File: src/rtl/reg_scan_if.sv
// Snapshot request / serial panel link bundle for reg_scan_reader.
interface reg_scan_if #(
   parameter int WIDTH = 12
);
   logic [WIDTH-1:0] par_in;
   logic             req;
   logic             ack;
   logic             busy;
   logic             sclk;
   logic             sdata;
   logic             sframe;

   modport master (
      output par_in, req,
      input  ack, busy, sclk, sdata, sframe
   );

   modport slave (
      input  par_in, req,
      output ack, busy, sclk, sdata, sframe
   );
endinterface

File: src/rtl/reg_scan_reader.sv
// Snapshots a register word and shifts it MSB-first onto the panel link.
// Define REG_SCAN_PARITY_EN to append an even-parity bit after the LSB.
module reg_scan_reader #(
   parameter int WIDTH   = 12,
   parameter int CLK_DIV = 4
) (
   input logic        clk,
   input logic        rst_n,
   reg_scan_if.slave  bus
);

`ifdef REG_SCAN_PARITY_EN
   localparam int NBITS = WIDTH + 1;
`else
   localparam int NBITS = WIDTH;
`endif
   localparam int DIV_W = (CLK_DIV > 1) ? $clog2(CLK_DIV) : 1;
   localparam int CNT_W = $clog2(NBITS + 1);
   localparam logic [DIV_W-1:0] DIV_MAX = DIV_W'(CLK_DIV - 1);

   typedef enum logic [2:0] {
      IDLE, LOAD, SHIFT_LO, SHIFT_HI, DONE
   } state_t;

   state_t           state_q, state_d;
   logic [NBITS-1:0] shreg_q, shreg_d;
   logic [CNT_W-1:0] bitcnt_q, bitcnt_d;
   logic [DIV_W-1:0] div_q, div_d;
   logic             ack_q, ack_d;
   logic             busy_q, busy_d;
   logic             sclk_q, sclk_d;
   logic             sdata_q, sdata_d;
   logic             sframe_q, sframe_d;

   logic [NBITS-1:0] capture;
   logic [NBITS-1:0] shifted;

`ifdef REG_SCAN_PARITY_EN
   assign capture = {bus.par_in, ^bus.par_in};
`else
   assign capture = bus.par_in;
`endif
   assign shifted = shreg_q << 1;

   always_comb begin
      state_d  = state_q;
      shreg_d  = shreg_q;
      bitcnt_d = bitcnt_q;
      div_d    = div_q;
      ack_d    = ack_q;
      busy_d   = busy_q;
      sclk_d   = sclk_q;
      sdata_d  = sdata_q;
      sframe_d = sframe_q;
      unique case (state_q)
         IDLE: begin
            if (bus.req && !ack_q) begin
               shreg_d  = capture;
               bitcnt_d = CNT_W'(NBITS);
               busy_d   = 1'b1;
               state_d  = LOAD;
            end
         end
         LOAD: begin
            sframe_d = 1'b1;
            sdata_d  = shreg_q[NBITS-1];
            div_d    = '0;
            state_d  = SHIFT_LO;
         end
         SHIFT_LO: begin
            if (div_q == DIV_MAX) begin
               div_d   = '0;
               sclk_d  = 1'b1;
               state_d = SHIFT_HI;
            end else begin
               div_d = div_q + DIV_W'(1);
            end
         end
         SHIFT_HI: begin
            if (div_q == DIV_MAX) begin
               div_d    = '0;
               sclk_d   = 1'b0;
               bitcnt_d = bitcnt_q - CNT_W'(1);
               // bitcnt_q==1 means the bit just clocked was the last one
               if (bitcnt_q != CNT_W'(1)) begin
                  shreg_d = shifted;
                  sdata_d = shifted[NBITS-1];
                  state_d = SHIFT_LO;
               end else begin
                  state_d = DONE;
               end
            end else begin
               div_d = div_q + DIV_W'(1);
            end
         end
         DONE: begin
            if (!ack_q) begin
               ack_d    = 1'b1;
               busy_d   = 1'b0;
               sdata_d  = 1'b0;
               sframe_d = 1'b0;
            end else if (!bus.req) begin
               ack_d   = 1'b0;
               state_d = IDLE;
            end
         end
         default: state_d = IDLE;
      endcase
   end

   always_ff @(posedge clk or negedge rst_n) begin
      if (!rst_n) begin
         state_q  <= IDLE;
         shreg_q  <= '0;
         bitcnt_q <= '0;
         div_q    <= '0;
         ack_q    <= 1'b0;
         busy_q   <= 1'b0;
         sclk_q   <= 1'b0;
         sdata_q  <= 1'b0;
         sframe_q <= 1'b0;
      end else begin
         state_q  <= state_d;
         shreg_q  <= shreg_d;
         bitcnt_q <= bitcnt_d;
         div_q    <= div_d;
         ack_q    <= ack_d;
         busy_q   <= busy_d;
         sclk_q   <= sclk_d;
         sdata_q  <= sdata_d;
         sframe_q <= sframe_d;
      end
   end

   assign bus.ack    = ack_q;
   assign bus.busy   = busy_q;
   assign bus.sclk   = sclk_q;
   assign bus.sdata  = sdata_q;
   assign bus.sframe = sframe_q;

endmodule

File: src/flat_wrapper.sv
// flat-port wrapper written by rule: the top's interface ports become plain ports
module reg_scan_reader_flat 
#(
   parameter int WIDTH   = 12,
   parameter int CLK_DIV = 4
)
  (clk, rst_n, bus_par_in, bus_req, bus_ack, bus_busy, bus_sclk, bus_sdata, bus_sframe);
  reg_scan_if #(.WIDTH(WIDTH)) bus_i ();
  input logic clk;
  input logic rst_n;
  input wire logic [$bits(bus_i.par_in)-1:0] bus_par_in;
  input wire logic [$bits(bus_i.req)-1:0] bus_req;
  output wire logic [$bits(bus_i.ack)-1:0] bus_ack;
  output wire logic [$bits(bus_i.busy)-1:0] bus_busy;
  output wire logic [$bits(bus_i.sclk)-1:0] bus_sclk;
  output wire logic [$bits(bus_i.sdata)-1:0] bus_sdata;
  output wire logic [$bits(bus_i.sframe)-1:0] bus_sframe;
  assign bus_i.par_in = bus_par_in;
  assign bus_i.req = bus_req;
  assign bus_ack = bus_i.ack;
  assign bus_busy = bus_i.busy;
  assign bus_sclk = bus_i.sclk;
  assign bus_sdata = bus_i.sdata;
  assign bus_sframe = bus_i.sframe;
  reg_scan_reader #(.WIDTH(WIDTH), .CLK_DIV(CLK_DIV)) u_core (.clk(clk), .rst_n(rst_n), .bus(bus_i));
endmodule
File: config.mk
export PLATFORM = sky130hd
export DESIGN_NAME = reg_scan_reader_flat
export DESIGN_NICKNAME = d
export VERILOG_FILES = /design/src/rtl/reg_scan_if.sv /design/src/rtl/reg_scan_reader.sv /design/src/flat_wrapper.sv
export SDC_FILE = /design/constraint.sdc
export NUM_CORES = 1
export LEC_CHECK = 0
export CAP_MARGIN = 30
export CORE_UTILIZATION = 56
export CTS_CLUSTER_DIAMETER = 150
export CTS_CLUSTER_SIZE = 30
export DETAILED_ROUTE_END_ITERATION = 16
export GPL_ROUTABILITY_DRIVEN = 0
export PLACE_DENSITY = 0.93
export SLEW_MARGIN = 20
export SYNTH_ARGS = -nofsm -noshare
export SYNTH_HDL_FRONTEND = slang
export SYNTH_SLANG_ARGS = --single-unit
File: constraint.sdc
create_clock -name clk -period 4.4 [get_ports clk]
set_clock_uncertainty 0.15 [all_clocks]
set_input_delay 0.88 -clock clk [delete_from_list [all_inputs] [get_ports clk]]
set_output_delay 0.88 -clock clk [all_outputs]
set_load 0.1 [all_outputs]
clock_wires.png
(6 px per µm)
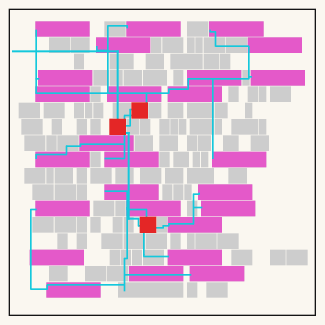
[cyan] clock wires | length: 279 µm
[red] clock-net drivers | count: 3
[magenta] flip-flops | count: 26
routed clock nets	4

==> out/metrics.csv <==
stage;metric;value;unit
job;total of max-cap violations;0;
synth;Yosys chip area;0.00133;mm²
setup_path;R2R depth;4;
setup_path;CP peak stage delay;1.17;ns
place;Port Buf Inserts;19;
setup_path;Critical R2R Launch;u_core.state_q[0];
synth;synth warn;0;
final_layout;share of cells above drive strength 1;7.69;%
synth;Seq/Total Area, Yosys;48.9;%
routing;drt first pass iters;4;
clock_network;CTS tree;built;
setup_path;flop-to-flop setup slack;2.00;ns
clock_network;CTS resizes;0;
power;Static Leak;0.000689;µW
clock_network;Hold Buf Count CTS;0;
synth;top cells by count;dfrtp_1 (26), o21ai_0 (18), mux2i_1 (11), o21ai_1 (9), a21oi_1 (7);
clock_network;Num CTS Buffers;3;
min_path;hold endpoint;u_core.bus.sclk;
setup_path;Top delay family on crit path;buffers and inverters;
global_route;total global routing overflow;0;
sta;post-layout min period;3.02;ns
setup_path;crit path DAT;1.99;ns
setup_path;CP Capture Type;output pin;
die;Die Wd;50.8;µm
clock_network;CTS Sinks;26;
global_route;vias in the first global route;994;
synth;cells in synth_stat.txt;128;
synth;Syn Area/Cell;10.4;µm²
clock_network;CTS H-tree lvls;1;
final_layout;Area growth, synth to finish;16.6;%
global_route;Tot GR Track Use;23.6;%
clock_network;Clock Path Buffers;2;
sta;Max-slew headroom;34.4;%
sta;fmax;331;MHz
die;Row Count;17;
synth;cell area after synthesis;0.00133;mm²
die;Die Ht;50.8;µm
synth;Commonest flop;dfrtp_1;
clock_network;clock root buffer;clkbuf_4;
final_layout;non-filler cells, final;171;
synth;Synth top area share;48.9;%
routing;antenna-violating nets left;0;
outcome;status;complete, no violations;
power;PwrDens;752;mW/mm²
global_route;global-route wire length before repair;4530;µm
setup_path;Stages on worst setup path;1;
setup_path;WP buf/inv;1;
setup_path;Critical Path Fanout Max;7;
routing;vias per inst;6.04;
setup_path;Crit Path Class;flop to output pin;
synth;syn_nets;146;
die;core area;0.00223;mm²
sta;RSZ-0062 raised after global routing;false;
synth;Synth area leader;dfrtp_1;
clock_network;Clock transition at path regs;0.15;ns
die;starting density of the core;59.6;%
power;peak supply drop;0.475;mV
synth;distinct cell type count after synthesis;34;
routing;wire per inst;15.2;µm
place;HPWL Detailed;1840;µm
routing;Vias;1032;
job;Tool Warnings;27;
sta;Worst Tran Pin Value;0.980;ns
global_route;largest net degree at the start of global routing;27;
sta;WHS;0.355;ns
die;die area;0.00258;mm²
global_route;antenna violations before repair;0;
place;Placed Instances;167;
synth;Syn Inst Count;128;
min_path;Hold Path Class;flop to flop;
synth;Post-synth EDFFs;0;
synth;Cell area leaders;dfrtp_1 (49%), mux2i_1 (8.3%), o21ai_0 (6.8%), o21ai_1 (3.4%), ha_1 (2.8%);
sta;Sum Neg Setup Slack;0;ns
setup_path;Reg-to-Reg End;u_core.shreg_q[5];
setup_path;critical path startpoint;u_core.bus.ack;
routing;number of DRC markers after the initial detailed-route iteration;19;
min_path;worst hold stages;2;
synth;Post-synth regs;26;
setup_path;Slowest-stage cell, CP;clkdlybuf4s50_1;
final_layout;# diodes;0;
synth;Post-synth ARST share;100;%
setup_path;WP data required;3.37;ns
routing;final WL;2600;µm
clock_network;Post-CTS Setup Bufs;0;
sta;Slew Viols, Final;0;
sta;Fin. Hold Viols;0;
final_layout;Final #Nets;162;
sta;crit share post-route;68.7;%
routing;DRC;0;
clock_nets.png
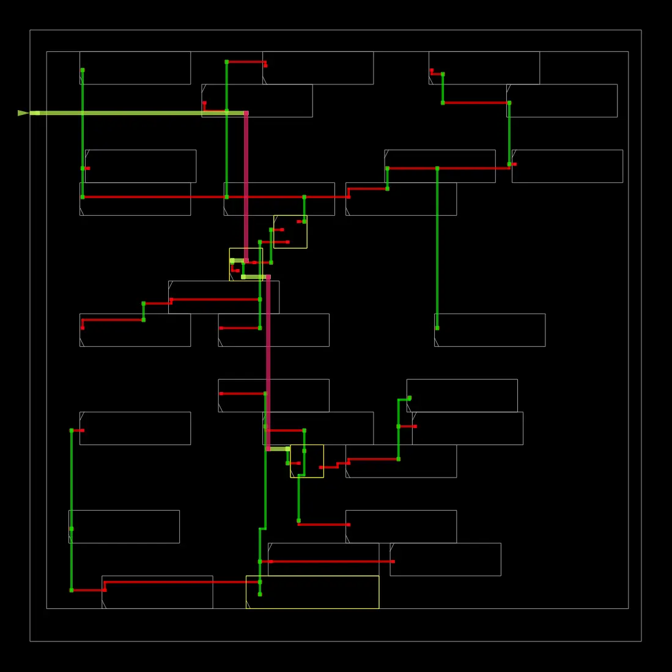
Latency at later pin: 0.33 ns
Clock Power: 164 µW

-- per-layer routing --
layer  track usage (%)  routed length (µm)
met5                 0                   0
met3              3.33                  92
met2              36.2                1310
met4              8.33                  42
met1              34.1                1160
-- per-stage QoR --
step / setup WS (ns) / cell area (µm²) / utilization (%)
6_report: 1.38 / 1550 / 69.5
5_1_grt: 1.31 / 1550 / 69.5
2_1_floorplan: 2.24 / 1330 / -
3_5_place_dp: 1.60 / 1500 / 67.2
4_1_cts: 1.37 / 1550 / 69.5
3_3_place_gp: 1.65 / 1500 / 67.2
-- flip-flops by register name, summed over array words and instances, names as in the netlist --
| register | cells |
|---|---|
| u_core.bus.ack | 1 |
| u_core.bus.sdata | 1 |
| u_core.bus.busy | 1 |
| u_core.div_q | 2 |
| u_core.bus.sframe | 1 |
| u_core.bus.sclk | 1 |
| u_core.bitcnt_q | 4 |
| u_core.state_q | 3 |
| u_core.shreg_q | 12 |
-- cell families after synthesis --
logic type	synth area share [%]
compound gates	23.5
flops	48.9
simple gates	9.40
buf+inv	6.48
mux	8.27
fa+ha+maj	2.82
xor+xnor	0.658
-- report_power, final --
group	switching, µW	internal [µW]	total, µW
Clock	71.4	92.2	164
Sequential	87.5	340	428
Combinational	364	212	576
Total	523	644	1170
-- cells in the final DEF, fill, tap and decap left out, drive strengths merged, types with 3 or more instances in the layout --
cell and count:
o21ai 29, dfrtp 26, clkdlybuf4s50 19, mux2i 11, a21oi 7, inv 6, nand2 6, nor2 4
nor2b 3, a22o 3, ha 3, clkbuf 3
-- final cells by class --
type	count	area, µm²
Clock buffer	3	22.5
Clock inverter	1	30.0
Fill cell	171	681
Inverter	6	22.5
Multi-Input combinational cell	87	594
Sequential cell	26	651
Tap cell	28	35.0
Timing Repair Buffer	20	198
No activity file was given, so power comes from the tool's default toggle rates.
